==> run_1/layer_met1.png <==
Scale: 3 px per um. Supply wires on this layer in gray. Cells faint in the background.
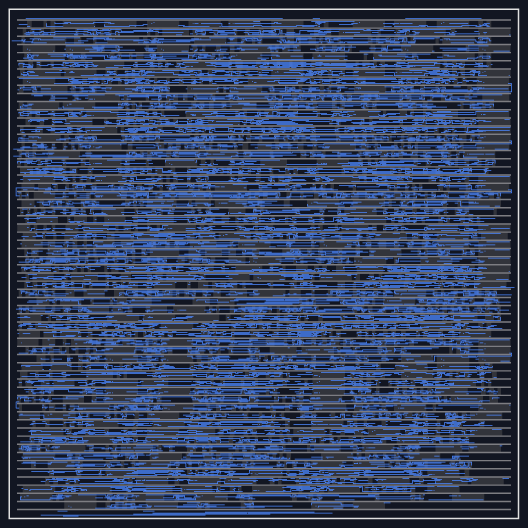
==> run_1/layer_met2.png <==
Scale: 3 px per um.
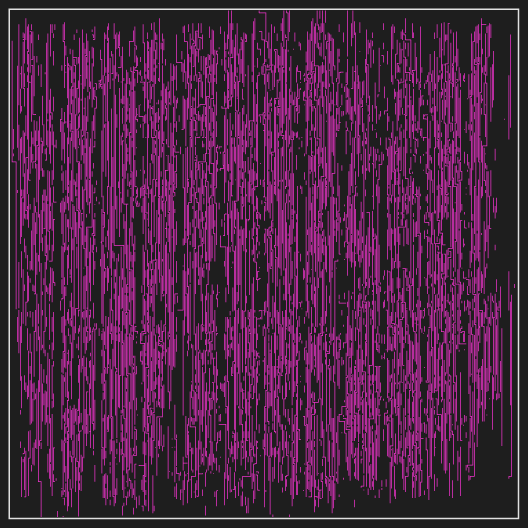
==> run_1/layer_met3.png <==
Scale: 3 px per um. Cells faint in the background.
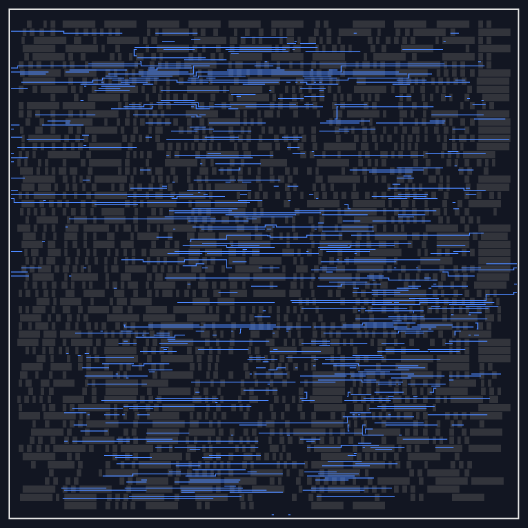
`src/rtl/prf_free_list_pkg.sv`:
```
// Shared sizing, tag/pointer types and a pointer-offset helper for the PRF free list.
package prf_free_list_pkg;

    localparam int unsigned WAY       = 2;
    localparam int unsigned PRF_ENTRY = 64;
    localparam int unsigned ARCH_REGS = 32;
    localparam int unsigned TAG_W     = $clog2(PRF_ENTRY);
    localparam int unsigned DEPTH     = PRF_ENTRY - ARCH_REGS;
    localparam int unsigned IDX_W     = $clog2(DEPTH);
    localparam int unsigned PTR_W     = IDX_W + 1;
    localparam int unsigned OFS_W     = $clog2(WAY + 1);

    typedef logic [TAG_W-1:0] prf_tag_t;
    typedef logic [PTR_W-1:0] ptr_t;

    // Storage index of a wrap-bit pointer advanced by a per-slot offset.
    function automatic logic [IDX_W-1:0] ptr_idx(ptr_t base, logic [OFS_W-1:0] ofs);
        ptr_t p;
        p = base + PTR_W'(ofs);
        return p[IDX_W-1:0];
    endfunction

endpackage

```
`src/rtl/prf_free_list_if.sv`:
```
// Rename/commit-side interface of the PRF free list.
interface prf_free_list_if;
    import prf_free_list_pkg::*;

    logic [WAY-1:0]     alloc_req;
    logic               alloc_ready;
    prf_tag_t [WAY-1:0] alloc_tag;
    logic [WAY-1:0]     commit_en;
    prf_tag_t [WAY-1:0] commit_old_tag;
    logic               flush;
    logic [PTR_W-1:0]   free_count;

    modport master (
        output alloc_req, commit_en, commit_old_tag, flush,
        input  alloc_ready, alloc_tag, free_count
    );

    modport slave (
        input  alloc_req, commit_en, commit_old_tag, flush,
        output alloc_ready, alloc_tag, free_count
    );

endinterface

```
`src/rtl/prf_free_list_prefix_popcount.sv`:
```
// Exclusive prefix count over a WAY-wide mask: per-slot compaction offsets plus total.
module prf_free_list_prefix_popcount
    import prf_free_list_pkg::*;
(
    input  logic [WAY-1:0]            bits_i,
    output logic [WAY-1:0][OFS_W-1:0] offset_o,
    output logic [OFS_W-1:0]          total_o
);

    logic [OFS_W-1:0] acc;

    always_comb begin
        acc      = '0;
        offset_o = '0;
        for (int i = 0; i < WAY; i++) begin
            offset_o[i] = acc;
            acc         = acc + OFS_W'(bits_i[i]);
        end
    end

    assign total_o = acc;

endmodule

```
`src/rtl/prf_free_list.sv`:
```
// Circular free list of physical tags with a committed read pointer for one-cycle flush recovery.
module prf_free_list
    import prf_free_list_pkg::*;
(
    input logic            clk,
    input logic            rst,
    prf_free_list_if.slave fl_io
);

    prf_tag_t mem_q [DEPTH];
    ptr_t     head_q, head_d;
    ptr_t     rhead_q, rhead_d;
    ptr_t     tail_q, tail_d;

    logic [WAY-1:0][OFS_W-1:0] alloc_ofs;
    logic [WAY-1:0][OFS_W-1:0] commit_ofs;
    logic [OFS_W-1:0]          nalloc;
    logic [OFS_W-1:0]          nrel;
    logic [PTR_W-1:0]          free_count;
    logic                      alloc_ready;
    logic                      alloc_fire;

    prf_free_list_prefix_popcount u_alloc_pc (
        .bits_i   (fl_io.alloc_req),
        .offset_o (alloc_ofs),
        .total_o  (nalloc)
    );

    prf_free_list_prefix_popcount u_commit_pc (
        .bits_i   (fl_io.commit_en),
        .offset_o (commit_ofs),
        .total_o  (nrel)
    );

    assign free_count  = tail_q - head_q;
    assign alloc_ready = free_count >= PTR_W'(nalloc);
    assign alloc_fire  = (|fl_io.alloc_req) && alloc_ready && !fl_io.flush;

    assign fl_io.free_count  = free_count;
    assign fl_io.alloc_ready = alloc_ready;

    always_comb begin
        fl_io.alloc_tag = '0;
        for (int i = 0; i < WAY; i++) begin
            if (fl_io.alloc_req[i]) begin
                fl_io.alloc_tag[i] = mem_q[ptr_idx(head_q, alloc_ofs[i])];
            end
        end
    end

    // Every commit retires exactly one entry that head already consumed, so rhead tracks tail.
    always_comb begin
        tail_d  = tail_q + PTR_W'(nrel);
        rhead_d = rhead_q + PTR_W'(nrel);
        head_d  = head_q;
        if (fl_io.flush) begin
            head_d = rhead_d;
        end else if (alloc_fire) begin
            head_d = head_q + PTR_W'(nalloc);
        end
    end

    always_ff @(posedge clk) begin
        if (rst) begin
            head_q  <= '0;
            rhead_q <= '0;
            tail_q  <= ptr_t'(DEPTH);
            for (int i = 0; i < DEPTH; i++) begin
                mem_q[i] <= prf_tag_t'(ARCH_REGS + i);
            end
        end else begin
            head_q  <= head_d;
            rhead_q <= rhead_d;
            tail_q  <= tail_d;
            for (int i = 0; i < WAY; i++) begin
                if (fl_io.commit_en[i]) begin
                    mem_q[ptr_idx(tail_q, commit_ofs[i])] <= fl_io.commit_old_tag[i];
                end
            end
        end
    end

    for (genvar g = 0; g < WAY; g++) begin : g_tag_chk
        assert property (@(posedge clk) disable iff (rst)
            fl_io.commit_en[g] |-> (fl_io.commit_old_tag[g] != '0));
    end

    assert property (@(posedge clk) disable iff (rst)
        (32'(free_count) + 32'(nrel)) <= DEPTH);

endmodule

```
`src/flat_wrapper.sv`:
```
// flat-port wrapper written by rule: the top's interface ports become plain ports
module prf_free_list_flat import prf_free_list_pkg::*;
  (clk, rst, fl_io_alloc_req, fl_io_commit_en, fl_io_commit_old_tag, fl_io_flush, fl_io_alloc_ready, fl_io_alloc_tag, fl_io_free_count);
  prf_free_list_if fl_io_i ();
  input logic clk;
  input logic rst;
  input wire logic [$bits(fl_io_i.alloc_req)-1:0] fl_io_alloc_req;
  input wire logic [$bits(fl_io_i.commit_en)-1:0] fl_io_commit_en;
  input wire logic [$bits(fl_io_i.commit_old_tag)-1:0] fl_io_commit_old_tag;
  input wire logic [$bits(fl_io_i.flush)-1:0] fl_io_flush;
  output wire logic [$bits(fl_io_i.alloc_ready)-1:0] fl_io_alloc_ready;
  output wire logic [$bits(fl_io_i.alloc_tag)-1:0] fl_io_alloc_tag;
  output wire logic [$bits(fl_io_i.free_count)-1:0] fl_io_free_count;
  assign fl_io_i.alloc_req = fl_io_alloc_req;
  assign fl_io_i.commit_en = fl_io_commit_en;
  assign fl_io_i.commit_old_tag = fl_io_commit_old_tag;
  assign fl_io_i.flush = fl_io_flush;
  assign fl_io_alloc_ready = fl_io_i.alloc_ready;
  assign fl_io_alloc_tag = fl_io_i.alloc_tag;
  assign fl_io_free_count = fl_io_i.free_count;
  prf_free_list u_core (.clk(clk), .rst(rst), .fl_io(fl_io_i));
endmodule
```
`config.mk`:
```
export PLATFORM = sky130hd
export DESIGN_NAME = prf_free_list_flat
export DESIGN_NICKNAME = d
export VERILOG_FILES = /design/src/rtl/prf_free_list_pkg.sv /design/src/rtl/prf_free_list_if.sv /design/src/rtl/prf_free_list_prefix_popcount.sv /design/src/rtl/prf_free_list.sv /design/src/flat_wrapper.sv
export SDC_FILE = /design/constraint.sdc
export NUM_CORES = 1
export LEC_CHECK = 0
export ABC_AREA = 1
export CELL_PAD_IN_SITES_DETAIL_PLACEMENT = 1
export CELL_PAD_IN_SITES_GLOBAL_PLACEMENT = 1
export CORE_MARGIN = 2
export CORE_UTILIZATION = 52
export CTS_CLUSTER_SIZE = 24
export DETAILED_ROUTE_END_ITERATION = 8
export DONT_BUFFER_PORTS = 1
export PLACE_DENSITY_LB_ADDON = 0.1
export REMOVE_ABC_BUFFERS = 1
export SETUP_SLACK_MARGIN = 0.02
export SLEW_MARGIN = 20
export SYNTH_ARGS = -nofsm -noshare
export SYNTH_HDL_FRONTEND = slang
export SYNTH_SLANG_ARGS = --single-unit
```
`constraint.sdc`:
```
create_clock -name clk -period 7.15 [get_ports clk]
set_input_delay 1.43 -clock clk [delete_from_list [all_inputs] [get_ports clk]]
set_output_delay 1.43 -clock clk [all_outputs]
set_load 0.1 [all_outputs]
```
==> results.toml, run 1 <==
# implementation run metrics
[finish]
fill_cells = 3340
final_util_pct = 55.93
syn_to_final_growth_pct = 5.859
seq_area_mm2 = 0.006231
nets = 1825

[global_route]
grt_first_pass_wirelength_um = 87880

[routing]
wl_per_cell_um = 27.67
wl_um = 59260
via_count = 14470
vias_per_cell = 6.756
firstDrtPassIters = 5
detail-route-antenna-nets = 0
initialDrtViolationCount = 1874

[floorplanning]
die_w_um = 169.3
placement_rows = 60

[setup_path]
path_delay_family = "adder cells"
arrival_ps = 4050
crit_type = "reg2out"
r2r_setup_slack_ps = 2540
crit_required_ps = 5720
crit_buf_inv = 2
max_stage_delay_ps = 820

[yosys]
edf_count = 192
syn_area_mm2 = 0.01420
yosys_area_mm2 = 0.01420
async_flop_share_pct = 0
ys.flops = 215
yosysMostFrequentCell = "nand2_1"
synthCells = 1876
postSynthSeqShare_pct = 43.85
top_area_share_pct = 40.60
avgSynthCellArea_um2 = 7.569
topCellsByArea = "edfxtp_1 41%, o21ai_0 11%, nand3_1 9.8%"

[clock_tree]
htreeDepth = 1
clock_latency_ps = 550
cts.repair.resized = 0
cts_root_buf = "clkbuf_16"
cts_hold_buffers = 0
cts.sinks = 215

[placed_design]
post-place-ws_ps = 1578
gp_congestion = 0.9752

[power]
leakage_nw = 5.203

[sta]
fin_crit_ps = 5479
drv_slew = 0
period_used_pct = 76.64
setup-violations-final = 0
worst_clock_skew_ps = 18.62

[outcome]
status = "finished clean"
Notes on layer_met1.png above:
main direction: horizontal
nets with wire on the layer: 1,723
wire length on this layer: 22.9 mm
longest straight run: 85.6 um
share of all routed wire: 39%

Notes on layer_met2.png above:
main direction: vertical
nets with wire on the layer: 1,564
wire length on this layer: 26.4 mm

Notes on layer_met3.png above:
main direction: horizontal
wire length on this layer: 6,430 um
nets with wire on the layer: 229

-- run 1: routing by layer --
layer	vias up	GRT usage, %	part of all wire [%]
met1	7052	53.35	39
met2	869	64.12	45
met5	-	0	0
met3	224	9.608	11
met4	0	21.66	5.9
li1	6326	-	-
-- run 1: through the flow --
step	instances	TNS, ps	total power, mW	hold slack [ps]	cell area, um^2
CTS	2141	0	3.975	538.0	15010
detailed placement	2096	0	2.799	527.0	14280
floorplan	1727	-4487	2.406	493.3	13590
global route	2141	0	4.131	585.2	15030
finish	2142	0	4.011	536.1	15030
global placement	2096	0	2.767	508.6	14280
-- run 1: sequential cells by signal, summed over array words and instances (netlist names), named ones only --
name and cells:
u_core.head_q 6, u_core.mem_q 192, u_core.rhead_q 6, u_core.tail_q 6
-- run 1: power breakdown --
| group | internal, mW | leakage, nW | switching [mW] |
|---|---|---|---|
| registers | 1.41 | 1.78 | 0.0516 |
| logic | 0.305 | 3.06 | 1.05 |
| clock network | 0.654 | 0.356 | 0.537 |
| total | 2.37 | 5.20 | 1.64 |
-- run 1: layout by cell type (no fill, tap or decap), drive strengths merged --
cell / Yosys / final
o21ai: 376 / 376
nand2: 321 / 321
nand3: 282 / 282
nor2: 198 / 198
edfxtp: 192 / 192
inv: 136 / 135
a21oi: 75 / 75
clkbuf: 102 / 35
o221ai: 30 / 30
buf: 47 / 28
dfxtp: 23 / 23
nor3: 23 / 23
ha: 20 / 20
clkinv: 1 / 12
o31ai: 10 / 10
a22oi: 8 / 8
xor2: 8 / 8
nand3b: 6 / 6
o211ai: 6 / 6
fa: 4 / 4
nand4: 2 / 2
xnor2: 2 / 2
diode: 0 / 1
a21boi: 1 / 1
a31oi: 1 / 1
and2: 1 / 1
or2: 1 / 1
-- run 1: final timing paths --
kind,start,end,cells after the start
worst min register to register,u_core.tail_q[5],u_core.tail_q[5],2
worst max register to register,u_core.tail_q[0],flip-flop,15
worst min-delay path,u_core.tail_q[5],u_core.tail_q[5],2
worst max-delay path,u_core.tail_q[0],fl_io_alloc_ready,10
-- run 1: layout make-up --
class / instances / share of cell area (%)
antenna: 1 / 0.01665
clock buffer: 35 / 4.478
clock inverter: 10 / 0.3496
inverter: 137 / 3.454
multi-input combinational: 1375 / 46.01
sequential: 215 / 41.45
tap: 341 / 2.838
timing repair buffer: 28 / 1.398
-- run 1: kinds of logic (layout without fill, tap and decap cells) --
logic type / count (synthesis) / after routing / synth area share (%)
AND-OR/OR-AND: 507 / 507 / 19.11
AND/OR/NAND/NOR: 834 / 834 / 25.73
other: 0 / 1 / 0
XOR/XNOR: 10 / 10 / 1.013
adder cells (fa/ha/maj): 24 / 24 / 2.326
buffers and inverters: 286 / 210 / 7.974
flip-flops: 215 / 215 / 43.85
-- run 1: worst register-to-register path, stage by stage (launching register included) --
cell      delay (ps)
dfxtp_1          370
inv_1            180
ha_1             190
inv_1             70
fa_1            1180
ha_1             400
a21boi_0         160
nor2_1           140
nand2_1           60
nor2_1            80
nand2_1          610
nand2_1          440
nand2_1          240
nand2_1          120
nand2_1           70
nor2_1           200
==> run_1/layer_met4.png <==
Scale: 2 px per um. Supply wires on this layer in gray. Cells faint in the background.
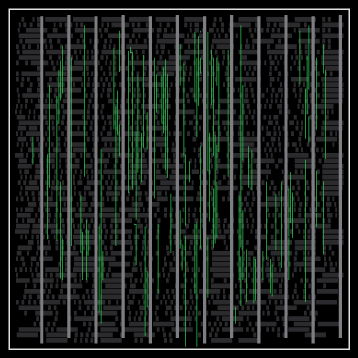

==> run 2: changes to the inputs <==
--- a/config.mk
+++ b/config.mk
@@ -9,7 +9,7 @@
 export CELL_PAD_IN_SITES_DETAIL_PLACEMENT = 1
 export CELL_PAD_IN_SITES_GLOBAL_PLACEMENT = 1
 export CORE_MARGIN = 2
-export CORE_UTILIZATION = 52
+export CORE_UTILIZATION = 49
 export CTS_CLUSTER_SIZE = 24
 export DETAILED_ROUTE_END_ITERATION = 8
 export DONT_BUFFER_PORTS = 1
==> constraint.sdc (replaced) <==
create_clock -name clk -period 5.5 [get_ports clk]
set_input_delay 1.1 -clock clk [delete_from_list [all_inputs] [get_ports clk]]
set_output_delay 1.1 -clock clk [all_outputs]
set_load 0.1 [all_outputs]
==> run_2/layer_met4.png <==
Scale: 2 px per um. Supply wires on this layer in gray. Cells faint in the background.
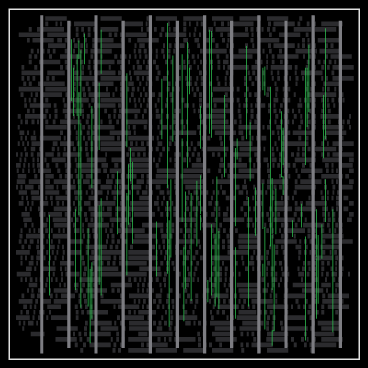
longest straight run: 91.8 um
wire length on this layer: 2,940 um
share of all routed wire: 5.0%
nets with wire on the layer: 50
main direction: vertical
total routed wirelength: 58,700 um
vias post-DR: 14.52k

==> run 2 against run 1 <==
  * Via count up 0.33%
  * Sequential share of layout area fell by 0.77 points
  * Routed wire length shrank 0.95%
  * Die size increased by 6.0%
  * Design area up 1.8%
  * Non-clock buffer count grew 14
  * Global-route usage down 3.0 points
  * First-iteration DRC count decreased by 20%
  * Highest routed layer unchanged
  * Synthesized cell count unchanged
  * Critical endpoint is now fl_io_alloc_tag[11]
  * Area after synthesis did not move
  * Sequential power grew about 30%
  * Critical path depth stayed put
==> results.toml, run 2 <==
# implementation run metrics
[finish]
nets = 1840
finish.instance_area_mm2 = 0.01531
syn_to_final_growth_pct = 7.807
largest-register = "u_core.mem_q"

[global_route]
grt_first_pass_wirelength_um = 87100
grtUsageMet1_pct = 51.26
grt_most_used_layer = "met2"

[yosys]
synthCells = 1876
syn_area_mm2 = 0.01420
yosysMostFrequentCell = "nand2_1"
ys.flops = 215
postSynthSeqShare_pct = 43.85
avgSynthCellArea_um2 = 7.569
async_flop_share_pct = 0

[power]
p_total_mw = 5.424
leakage_nw = 5.328

[sta]
whs_ps = 555.6
period_used_pct = 86.15
drv_slew = 0
fin_crit_ps = 4738
setup-violations-final = 0
fin_tns_setup_ps = 0

[clock_tree]
cts.repair.resized = 0
cts_hold_buffers = 0
clock_latency_ps = 550
cts_root_buf = "clkbuf_16"
htreeDepth = 1

[setup_path]
arrival_ps = 3640
r2r_cells = 15

[outcome]
status = "finished clean"

[worst_hold_path]
min_path_cells = 4

[routing]
initialDrtViolationCount = 1492
detail-route-antenna-nets = 0
wl_per_cell_um = 26.68

[floorplanning]
placement_rows = 62
==> run_2/layer_met3.png <==
Scale: 3 px per um. Cells faint in the background.
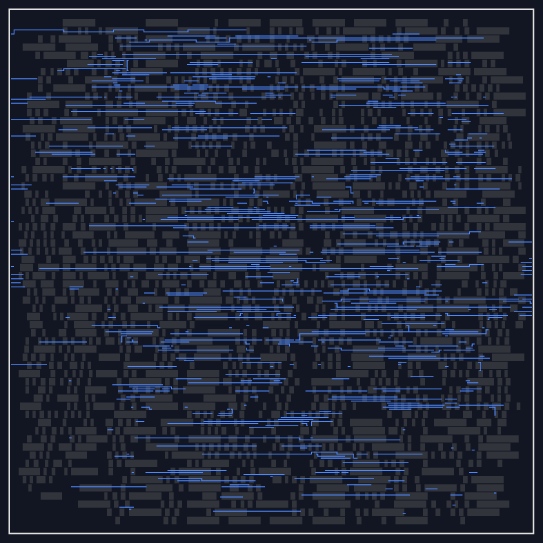
nets with wire on the layer: 231
wire length on this layer: 6,110 um
share of all routed wire: 10%
longest straight run: 126 um
main direction: horizontal
met3 GRT Util: 6.802%

==> run 2: cell count changes in the layout (fill, tap and decap cells not counted), moves of 3 or more <==
cell / delta
nor2_2: +3
clkbuf_1: -6
buf_12: +5
nor2_4: -3
buf_4: +9
clkinv_1: +4
==> run 2: final cells by class <==
type	count	area [um^2]
repair buffers	42	377.9
fillers	3522	13320
clock buffers	33	728.2
flip-flops and latches	215	6227
well taps	384	480.5
inverters	137	519.2
clock inverters	14	91.34
multi-input cells	1375	6884
==> run 2: worst max-delay path, stage by stage <==
cell and delay, ps:
ha_2 160, ha_2 230, xor2_2 170, clkinv_1 550, buf_4 440, o21ai_1 170
nand2_1 110, a21oi_1 410, nor2_2 90, buf_12 180
==> run 2: kinds of logic (layout without fill, tap and decap cells) <==
| kind of cell | count (synthesis) | in the layout | share of synthesized area, % |
|---|---|---|---|
| compound gates | 507 | 507 | 19.11 |
| xor+xnor | 10 | 10 | 1.013 |
| fa+ha+maj | 24 | 24 | 2.326 |
| buf+inv | 286 | 226 | 7.974 |
| flops | 215 | 215 | 43.85 |
| simple gates | 834 | 834 | 25.73 |
==> run 2: worst max path at each step <==
| stage | endpoint | start |
|---|---|---|
| 3_3_place_gp | fl_io_alloc_tag[11] | fl_io_alloc_req[0] |
| 4_1_cts | fl_io_alloc_ready | u_core.tail_q[0] |
| 2_1_floorplan | fl_io_alloc_tag[10] | fl_io_alloc_req[0] |
| 5_1_grt | fl_io_alloc_ready | u_core.tail_q[0] |
| 3_5_place_dp | fl_io_alloc_tag[11] | fl_io_alloc_req[0] |
| 6_report | fl_io_alloc_tag[11] | fl_io_alloc_req[0] |
==> run 2: per-layer routing <==
metal | wire length [um] | vias up
met5 | 0 | -
met4 | 2937 | 0
met3 | 6113 | 187
met2 | 26200 | 890
met1 | 23450 | 7082
li1 | - | 6360
==> run 2: power by group <==
part           internal, mW  switching, mW  leakage, nW  total, mW
logic                 0.439           1.38         3.14       1.82
clock network         0.973          0.723        0.399       1.70
registers              1.84         0.0676         1.78       1.91
total                  3.25           2.17         5.33       5.42
==> run_2/layer_met1.png <==
Scale: 3 px per um. Supply wires on this layer in gray. Cells faint in the background.
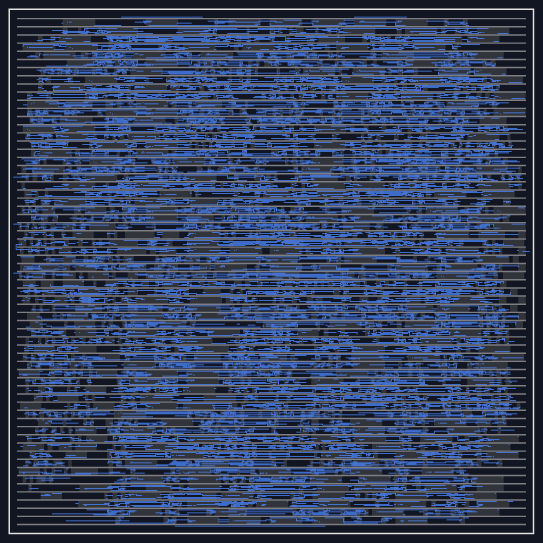

==> run 3: changes to the inputs <==
--- a/config.mk
+++ b/config.mk
@@ -10,6 +10,7 @@
 export CELL_PAD_IN_SITES_GLOBAL_PLACEMENT = 1
 export CORE_MARGIN = 2
 export CORE_UTILIZATION = 49
+export CTS_CLUSTER_DIAMETER = 200
 export CTS_CLUSTER_SIZE = 24
 export DETAILED_ROUTE_END_ITERATION = 8
 export DONT_BUFFER_PORTS = 1
==> run_3/layer_met1.png <==
Scale: 3 px per um. Supply wires on this layer in gray. Cells faint in the background.
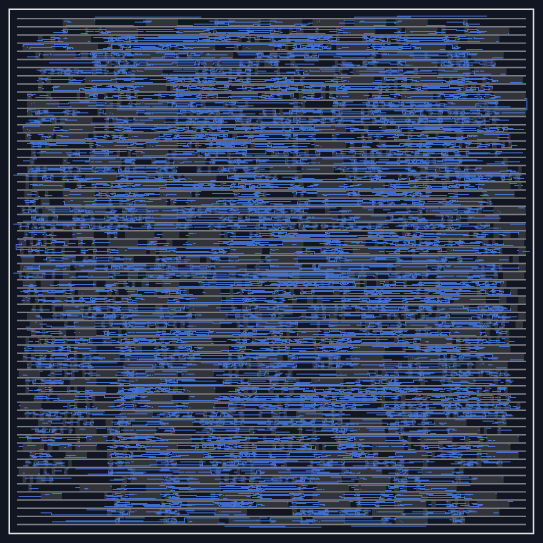
main direction: horizontal
nets with wire on the layer: 1,720
longest straight run: 68.5 um
wire length on this layer: 22.6 mm
share of all routed wire: 39%
vias post-DR: 14.20k
total routed wirelength: 57,390 um

==> run 3 against run 2 <==
  * Cell count decreased by 1.2%
  * Routed wire length decreased by 2.2%
  * Power decreased by 13%
  * Count of clock-buffer cells in the layout decreased by 13
  * Critical endpoint unchanged
  * Largest cell class unchanged
  * Highest routed layer unchanged
==> results.toml, run 3 <==
# implementation run metrics
[yosys]
async_flop_share_pct = 0
ys.flops = 215
syn_area_mm2 = 0.01420
yosysCellCount = 1876
yosysMostFrequentCell = "nand2_1"
yosys_area_mm2 = 0.01420
synthCells = 1876
postSynthSeqShare_pct = 43.85
ys.flop_type = "edfxtp_1"

[finish]
syn_to_final_growth_pct = 4.529
fill_cells = 3539
nets = 1826
final_cell_mix = "321 x nand2_1, 305 x o21ai_0, 279 x nand3_1, 192 x edfxtp_1, 185 x nor2_1"
largest-register = "u_core.mem_q"
seq_area_mm2 = 0.006227

[routing]
wl_per_cell_um = 26.40
detail-route-antenna-nets = 0
initialDrtViolationCount = 1397

[global_route]
grtUsageMet1_pct = 47.88
met3_usage_pct = 10.83
grt_first_pass_wirelength_um = 84650
grt_most_used_layer = "met2"

[clock_tree]
clock_latency_ps = 510
cts.repair.resized = 0
cts_root_buf = "clkbuf_16"
cts.path.max_buffers = 3
htreeDepth = 1

[outcome]
status = "finished clean"

[sta]
whs_ps = 560.0
drv_slew = 0
setup-violations-final = 0
period_used_pct = 85.34
worstMarginPinSlew_ps = 1107

[run]
warning_count = 29

[power]
leakage_nw = 5.097

[floorplanning]
placement_rows = 62

[setup_path]
arrival_ps = 3590
==> run_3/layer_met4.png <==
Scale: 2 px per um. Supply wires on this layer in gray. Cells faint in the background.
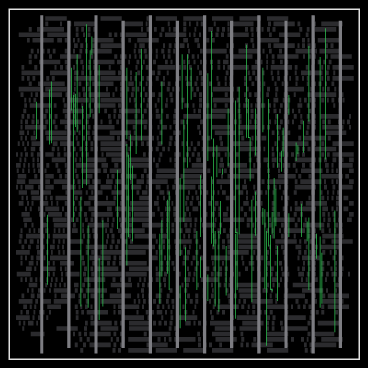
longest straight run: 86.4 um
wire length on this layer: 2,980 um
share of all routed wire: 5.2%
nets with wire on the layer: 55
main direction: vertical

-- run 3: metal layers --
layer / routed length [um] / vias up
met5: 0 / -
met4: 2981 / 0
met3: 6529 / 193
met2: 25320 / 798
met1: 22560 / 6893
li1: - / 6317
-- run 3: critical path, stage by stage --
cell and delay (ps):
ha_2 160, ha_2 230, xor2_2 160, clkinv_1 530, buf_4 440, o21ai_1 180, nand2_1 110, a21oi_1 400
nor2_2 90, buf_12 180
-- run 3: area by class of cell --
cell class	count	area share, %
diodes	1	0.01686
multi-input cells	1375	46.38
repair buffers	42	2.546
inverters	137	3.498
well taps	384	3.237
flip-flops and latches	215	41.95
clock buffers	20	2.369
-- run 3: report_power, final --
group	leakage [nW]	switching [mW]	internal (mW)
combinational	3.14	1.37	0.439
sequential	1.78	0.0666	1.84
clock	0.168	0.572	0.445
total	5.10	2.01	2.72
-- run 3: cells by family after synthesis --
kind of cell	share of synthesized area [%]
and+or+nand+nor	25.73
AOI/OAI and AO/OA	19.11
buffers and inverters	7.974
DFF	43.85
adders and majority gates	2.326
xor gates and xnor gates	1.013
-- run 3: path summary, 6_finish.rpt --
check                                   startpoint             endpoint  slack (ps)  depth (start not counted)
worst max-delay path            fl_io_alloc_req[0]  fl_io_alloc_tag[11]         810                         10
worst max register to register    u_core.tail_q[0]            flip-flop        1400                         16
worst min-delay path             u_core.rhead_q[5]    u_core.rhead_q[5]         560                          4
worst min register to register   u_core.rhead_q[5]    u_core.rhead_q[5]         560                          4
-- run 3: stage by stage --
step	setup TNS, ps	setup WS [ps]	total power, mW	cell area, um^2
finish	0	806.5	4.730	14840
global route	0	735.7	4.911	14840
global placement	0	946.6	3.669	14490
detailed placement	0	873.4	3.709	14490
floorplan	-10430	-1741	3.127	13590
CTS	0	872.3	4.693	14840

==> gallery <==
Routing congestion.
image #1
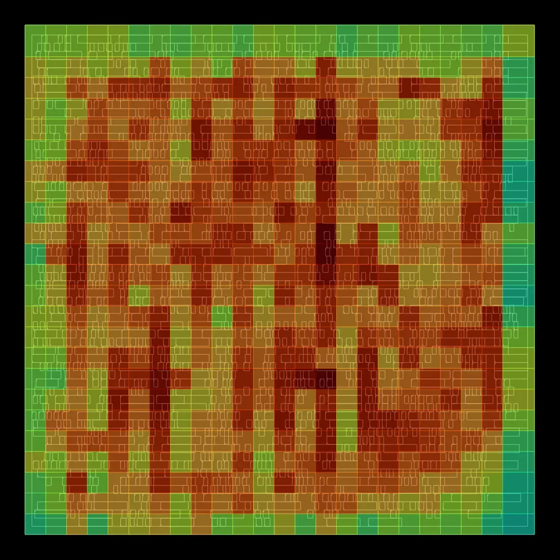
image #2
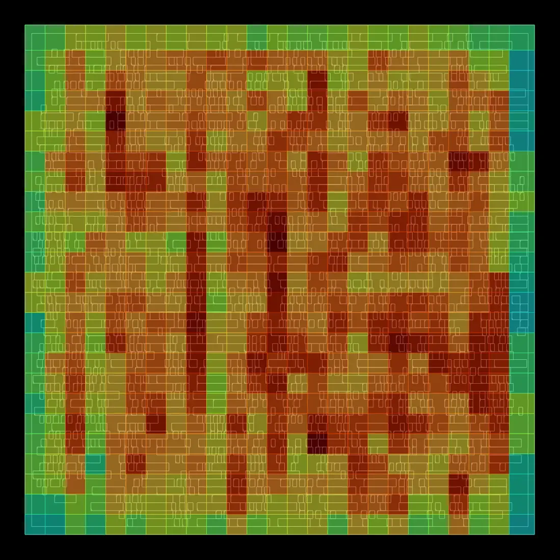
Image #2 is run 2.
Image #1 is run 1.

Power and IR drop assume default switching activity.
